--- config.mk ---
export PLATFORM = sky130hd
export DESIGN_NAME = bram_dual_be_pipe
export DESIGN_NICKNAME = d
export VERILOG_FILES = /design/src/rtl/bram_pkg.sv /design/src/rtl/bram_out_stage.sv /design/src/rtl/bram_dual_be_pipe.sv
export SDC_FILE = /design/constraint.sdc
export NUM_CORES = 2
export LEC_CHECK = 0
export CAP_MARGIN = 20
export CORE_ASPECT_RATIO = 0.9
export CORE_MARGIN = 2
export CORE_UTILIZATION = 63
export CTS_BUF_LIST = sky130_fd_sc_hd__clkbuf_4 sky130_fd_sc_hd__clkbuf_8 sky130_fd_sc_hd__clkbuf_16
export CTS_CLUSTER_SIZE = 40
export DETAILED_ROUTE_END_ITERATION = 16
export DONT_BUFFER_PORTS = 1
export GPL_TIMING_DRIVEN = 0
export PLACE_DENSITY = 0.77
export SYNTH_ARGS = -nofsm -noshare
export SYNTH_HDL_FRONTEND = slang
export SYNTH_SLANG_ARGS = --single-unit
--- constraint.sdc ---
create_clock -name clk_i -period 1.85 [get_ports clk_i]
set_input_delay 0.37 -clock clk_i [delete_from_list [all_inputs] [get_ports clk_i]]
set_output_delay 0.37 -clock clk_i [all_outputs]
set_load 0.1 [all_outputs]
--- src/rtl/bram_pkg.sv ---
// Shared definitions for the byte-enabled dual-port block RAM.
// Byte-lane sizing helpers and the byte-merge used by both the write path
// and the optional same-address read bypass (BRAM_DUAL_BYPASS_EN).
package bram_pkg;

  localparam int BYTE_W = 8;
  localparam int DEFAULT_XLEN = 32;

  // Number of byte lanes in a word of xlen bits.
  function automatic int bytes_f(input int xlen);
    return xlen / BYTE_W;
  endfunction

  localparam int DEFAULT_STRB_W = bytes_f(DEFAULT_XLEN);

  // One byte lane of a strobed merge: take the new byte when its strobe is
  // set, otherwise keep the old byte.
  function automatic logic [BYTE_W-1:0] merge_f(
    input logic [BYTE_W-1:0] old_b,
    input logic [BYTE_W-1:0] new_b,
    input logic              strb
  );
    return strb ? new_b : old_b;
  endfunction

endpackage

--- src/rtl/bram_out_stage.sv ---
// Optional output register for the block RAM read path.
// The data register only loads when a valid result arrives, so the
// output holds the last read result between pulses.
module bram_out_stage
  import bram_pkg::*;
#(
  parameter int W = DEFAULT_XLEN
) (
  input  logic         clk_i,
  input  logic         rstn_i,
  input  logic         valid_i,
  input  logic [W-1:0] data_i,
  output logic         valid_o,
  output logic [W-1:0] data_o
);

  // Second read stage: valid follows the upstream stage, data captured on valid.
  always_ff @(posedge clk_i or negedge rstn_i) begin
    if (!rstn_i) begin
      valid_o <= 1'b0;
      data_o  <= '0;
    end else begin
      valid_o <= valid_i;
      if (valid_i) begin
        data_o <= data_i;
      end
    end
  end

endmodule

--- src/rtl/bram_dual_be_pipe.sv ---
// Simple-dual-port inferred block RAM with per-byte write strobes and a
// read-valid pipeline; OUT_REG_p selects read latency 1 or 2.
// Optional macro BRAM_DUAL_BYPASS_EN: same-edge read/write to the same
// address returns the byte-merged new word instead of the old word.
//
// Read interface: read_i is always accepted (no ready). rvalid_o pulses for
// exactly one cycle per accepted read, in issue order, at fixed latency;
// data_o holds the last delivered result while rvalid_o is low.
module bram_dual_be_pipe
  import bram_pkg::*;
#(
  parameter int memSize_p = 6,
  parameter int XLEN      = DEFAULT_XLEN,
  parameter int OUT_REG_p = 0
) (
  input  logic                     clk_i,
  input  logic                     rstn_i,
  input  logic                     write_i,
  input  logic [bytes_f(XLEN)-1:0] wstrb_i,
  input  logic [memSize_p-1:0]     waddr_i,
  input  logic [XLEN-1:0]          data_i,
  input  logic                     read_i,
  input  logic [memSize_p-1:0]     raddr_i,
  output logic [XLEN-1:0]          data_o,
  output logic                     rvalid_o
);

  localparam int STRB_W = bytes_f(XLEN);
  localparam int DEPTH  = 1 << memSize_p;

  if ((XLEN % BYTE_W) != 0) begin : g_bad_xlen
    $error("bram_dual_be_pipe: XLEN must be a multiple of 8");
  end
  if ((OUT_REG_p != 0) && (OUT_REG_p != 1)) begin : g_bad_out_reg
    $error("bram_dual_be_pipe: OUT_REG_p must be 0 or 1");
  end

  // Storage array; never reset so it maps onto block RAM.
  logic [XLEN-1:0] mem [0:DEPTH-1];

  logic [XLEN-1:0] wr_merged;
  logic [XLEN-1:0] rd_word;
  logic [XLEN-1:0] s1_data;
  logic            s1_valid;

  // Write path: merge strobed bytes of data_i into the addressed word.
  always_comb begin
    wr_merged = '0;
    for (int k = 0; k < STRB_W; k++) begin
      wr_merged[k*BYTE_W +: BYTE_W] = merge_f(mem[waddr_i][k*BYTE_W +: BYTE_W],
                                              data_i[k*BYTE_W +: BYTE_W],
                                              wstrb_i[k]);
    end
  end

  // Array write; ignored while reset is held.
  always_ff @(posedge clk_i) begin
    if (write_i && rstn_i) begin
      mem[waddr_i] <= wr_merged;
    end
  end

`ifdef BRAM_DUAL_BYPASS_EN
  logic bypass_hit;

  // Read word with same-address write-through: strobed bytes come from data_i.
  always_comb begin
    bypass_hit = write_i && read_i && rstn_i && (raddr_i == waddr_i);
    rd_word    = '0;
    for (int k = 0; k < STRB_W; k++) begin
      rd_word[k*BYTE_W +: BYTE_W] = merge_f(mem[raddr_i][k*BYTE_W +: BYTE_W],
                                            data_i[k*BYTE_W +: BYTE_W],
                                            wstrb_i[k] && bypass_hit);
    end
  end
`else
  // Read word: plain array read, old data on a same-edge write.
  always_comb begin
    rd_word = mem[raddr_i];
  end
`endif

  // Read stage 1: capture the array word on a read, flag it valid for one cycle.
  always_ff @(posedge clk_i or negedge rstn_i) begin
    if (!rstn_i) begin
      s1_data  <= '0;
      s1_valid <= 1'b0;
    end else begin
      s1_valid <= read_i;
      if (read_i) begin
        s1_data <= rd_word;
      end
    end
  end

  if (OUT_REG_p == 1) begin : g_out_reg
    bram_out_stage #(.W(XLEN)) u_out_stage (
      .clk_i   (clk_i),
      .rstn_i  (rstn_i),
      .valid_i (s1_valid),
      .data_i  (s1_data),
      .valid_o (rvalid_o),
      .data_o  (data_o)
    );
  end else begin : g_no_out_reg
    assign data_o   = s1_data;
    assign rvalid_o = s1_valid;
  end

endmodule

Routing congestion:
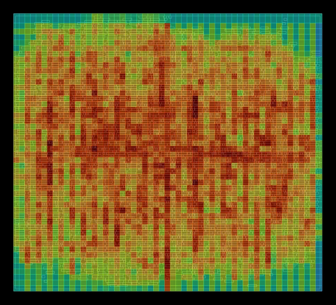
global-route track usage on met2: 0.530
core utilization of the finished layout: 0.737
grt met1 use: 0.445
final routed wire length divided by cell count: 34.6 microns

Pin map:
(1 px per micron) Pins as bars across the die edge, other pins in grey.
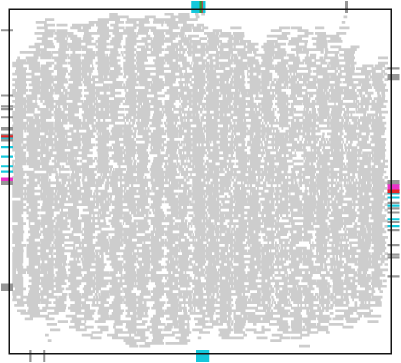
port	colour	pins	direction	edge
`wstrb_i`	red	4	input	2 right, 1 top, 1 left
`raddr_i`	magenta	6	input	4 right, 2 left
`write_i`	green	1	input	top
`data_o`	cyan	32	output	11 bottom, 11 top, 5 right, 5 left
all pins by edge	28 right, 26 left, 16 top, 15 bottom

Layout detail:
Window x 178 to 203, y 90 to 115 microns. Cells in grey, sequential cells in the stronger grey; small squares are vias.
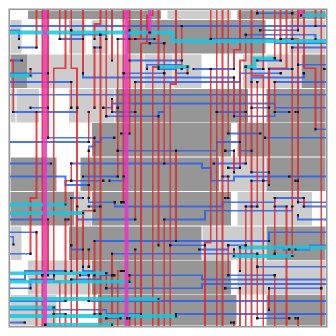
layer	colour
metal 3	cyan
metal 2	red
metal 1	blue
metal 4	magenta
netlist names of flops here include	`mem` (7), `data_o` (2)
sequential cells in the window	9
cells with their middle in the window	26
most frequent	edfxtp_1 (7), nand2_1 (3)

Sequential cells coloured by netlist name:
(1 px per micron) Other sequential cells in the stronger grey, the rest of the logic in the fainter grey.
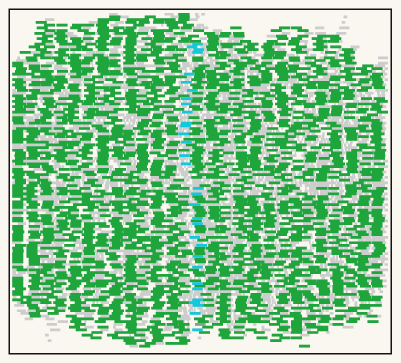
name in the netlist	colour	sequential cells	where
`data_o`	cyan	32	a vertical strip down the middle
`mem`	green	2,048	spread over the die
not coloured	1
fraction of standard cell area that is sequential: 0.669
sequential standard cell area: 62,400 sq um

==> impl_metrics.xml <==
<?xml version="1.0" encoding="UTF-8"?>
<metrics>
  <group name="final_timing">
    <metric name="timing.final.ws_setup" unit="ns">-0.226</metric>
    <metric name="finalSetupTns" unit="ns">-40.65</metric>
    <metric name="rsz0062_at_grt" unit="">yes</metric>
    <metric name="drv_slew" unit="">0</metric>
    <metric name="final_period_utilization" unit="">1.12</metric>
    <metric name="finalSetupViolations" unit="">554</metric>
    <metric name="clock-skew-final" unit="ns">0.0329</metric>
  </group>
  <group name="yosys">
    <metric name="most_frequent_cells_after_synthesis" unit="">edfxtp_1, mux2i_1, nor2_1</metric>
    <metric name="postSynth.asyncResetShare" unit="">0.0159</metric>
    <metric name="yosys.cell_count.top_type" unit="">edfxtp_1</metric>
    <metric name="synthFlopType" unit="">edfxtp_1</metric>
    <metric name="top_area_contributor_share" unit="">0.765</metric>
    <metric name="yosys.area.top_type" unit="">edfxtp_1</metric>
    <metric name="syn_inst" unit="">4140</metric>
  </group>
  <group name="cells_and_area">
    <metric name="total_of_clock_buffers_placed_in_the_layout" unit="">252</metric>
    <metric name="syn_to_final_growth" unit="%">16.1</metric>
    <metric name="seq_cells" unit="">2081</metric>
  </group>
  <group name="placement">
    <metric name="placedInstanceArea" unit="sq um">83200</metric>
  </group>
  <group name="worst_hold_path">
    <metric name="min_path_type" unit="">primary input to register</metric>
    <metric name="min_to" unit="">data_o[31]$_DFFE_PN0P_</metric>
  </group>
  <group name="drt">
    <metric name="detailedRoute.firstPassIterationCount" unit="">7</metric>
    <metric name="wl_met3" unit="mm">27.5</metric>
    <metric name="max_used_layer" unit="">met5</metric>
    <metric name="postRouteWirelength" unit="mm">218</metric>
  </group>
  <group name="pwr">
    <metric name="sw_pwr" unit="W">0.0220</metric>
    <metric name="p_seq" unit="W">0.0531</metric>
    <metric name="power_combinational" unit="W">0.00592</metric>
  </group>
  <group name="setup_path">
    <metric name="worst_r2r_endpoint" unit="">data_o[16]$_DFFE_PN0P_</metric>
    <metric name="rrSetupSlack" unit="ns">-0.15</metric>
    <metric name="critPathArrivalTime" unit="ns">2.54</metric>
    <metric name="worst_setup_path_start_kind" unit="">primary input</metric>
    <metric name="peak_fanout_along_the_critical_path" unit="">8</metric>
    <metric name="path_class" unit="">primary input to register</metric>
  </group>
  <group name="run_status">
    <metric name="run_status" unit="">complete, but fails checks</metric>
    <metric name="violated_checks" unit="">setup timing</metric>
  </group>
  <group name="grt">
    <metric name="grt_remaining_overflow" unit="">0</metric>
    <metric name="via_count_of_the_first_global_routing_pass" unit="">42600</metric>
    <metric name="use_met3" unit="">0.101</metric>
  </group>
  <group name="cts">
    <metric name="htree_levels" unit="">4</metric>
    <metric name="cts_sink_count" unit="">2081</metric>
  </group>
  <group name="floorplanning">
    <metric name="die-area" unit="sq um">130000</metric>
  </group>
</metrics>
## how the worst max path moves through the flow
stage,start,to
after floorplan,raddr_i[2],data_o[21]$_DFFE_PN0P_
after global placement,raddr_i[4],data_o[31]$_DFFE_PN0P_
after detailed placement,waddr_i[2],mem[5][29]$_DFFE_PP_
after CTS,data_o[17]$_DFFE_PN0P_,data_o[17]$_DFFE_PN0P_
after global routing,data_o[18]$_DFFE_PN0P_,data_o[18]$_DFFE_PN0P_
final,waddr_i[0],mem[37][20]$_DFFE_PP_
## cell usage in the layout (no fill, tap or decap), types with 33 or more instances in the layout
cell type,Yosys,routed
o22ai_1,96,95
clkbuf_1,135,69
buf_4,6,69
mux4_2,288,288
edfxtp_1,2048,2048
nor2_4,0,80
nand4_1,33,33
nand2_1,134,124
dlygate4sd3_1,0,35
clkbuf_4,0,66
mux2i_1,448,446
clkinv_2,0,39
buf_2,78,33
a22oi_1,191,168
nor2_2,1,180
nor2_1,293,34
dfrtp_4,0,33
nand3_1,36,33
clkbuf_16,0,199
clkbuf_2,0,48
## worst max-delay path, cell delays in order
cell      delay [ns]
clkbuf_1        0.44
nand2_1         0.19
nor2_4          0.47
nand2_1         0.58
nor2_4          0.46
## repair_timing
item	CTS	global route
endpoints found under the setup margin	2081	616
resized	427	219
hold buffers	69	0
endpoints found under the hold margin	2087	0
pin swaps	90	84
buffers inserted	23	16
## state kept, by name, indices dropped and copies added (netlist names)
signal,cells
rvalid_o,1
mem,2048
data_o,32
## cells by family (layout without fill, tap and decap cells)
kind of cell           Yosys count  count (layout)  synth area share
other                            0               7                 0
buffers and inverters          254             717            0.0156
and+or+nand+nor                590             590            0.0320
AOI/OAI and AO/OA              479             479            0.0407
DFF                           2081            2081             0.775
muxes                          736             736             0.136
Power is estimated from default activity; no workload was simulated.
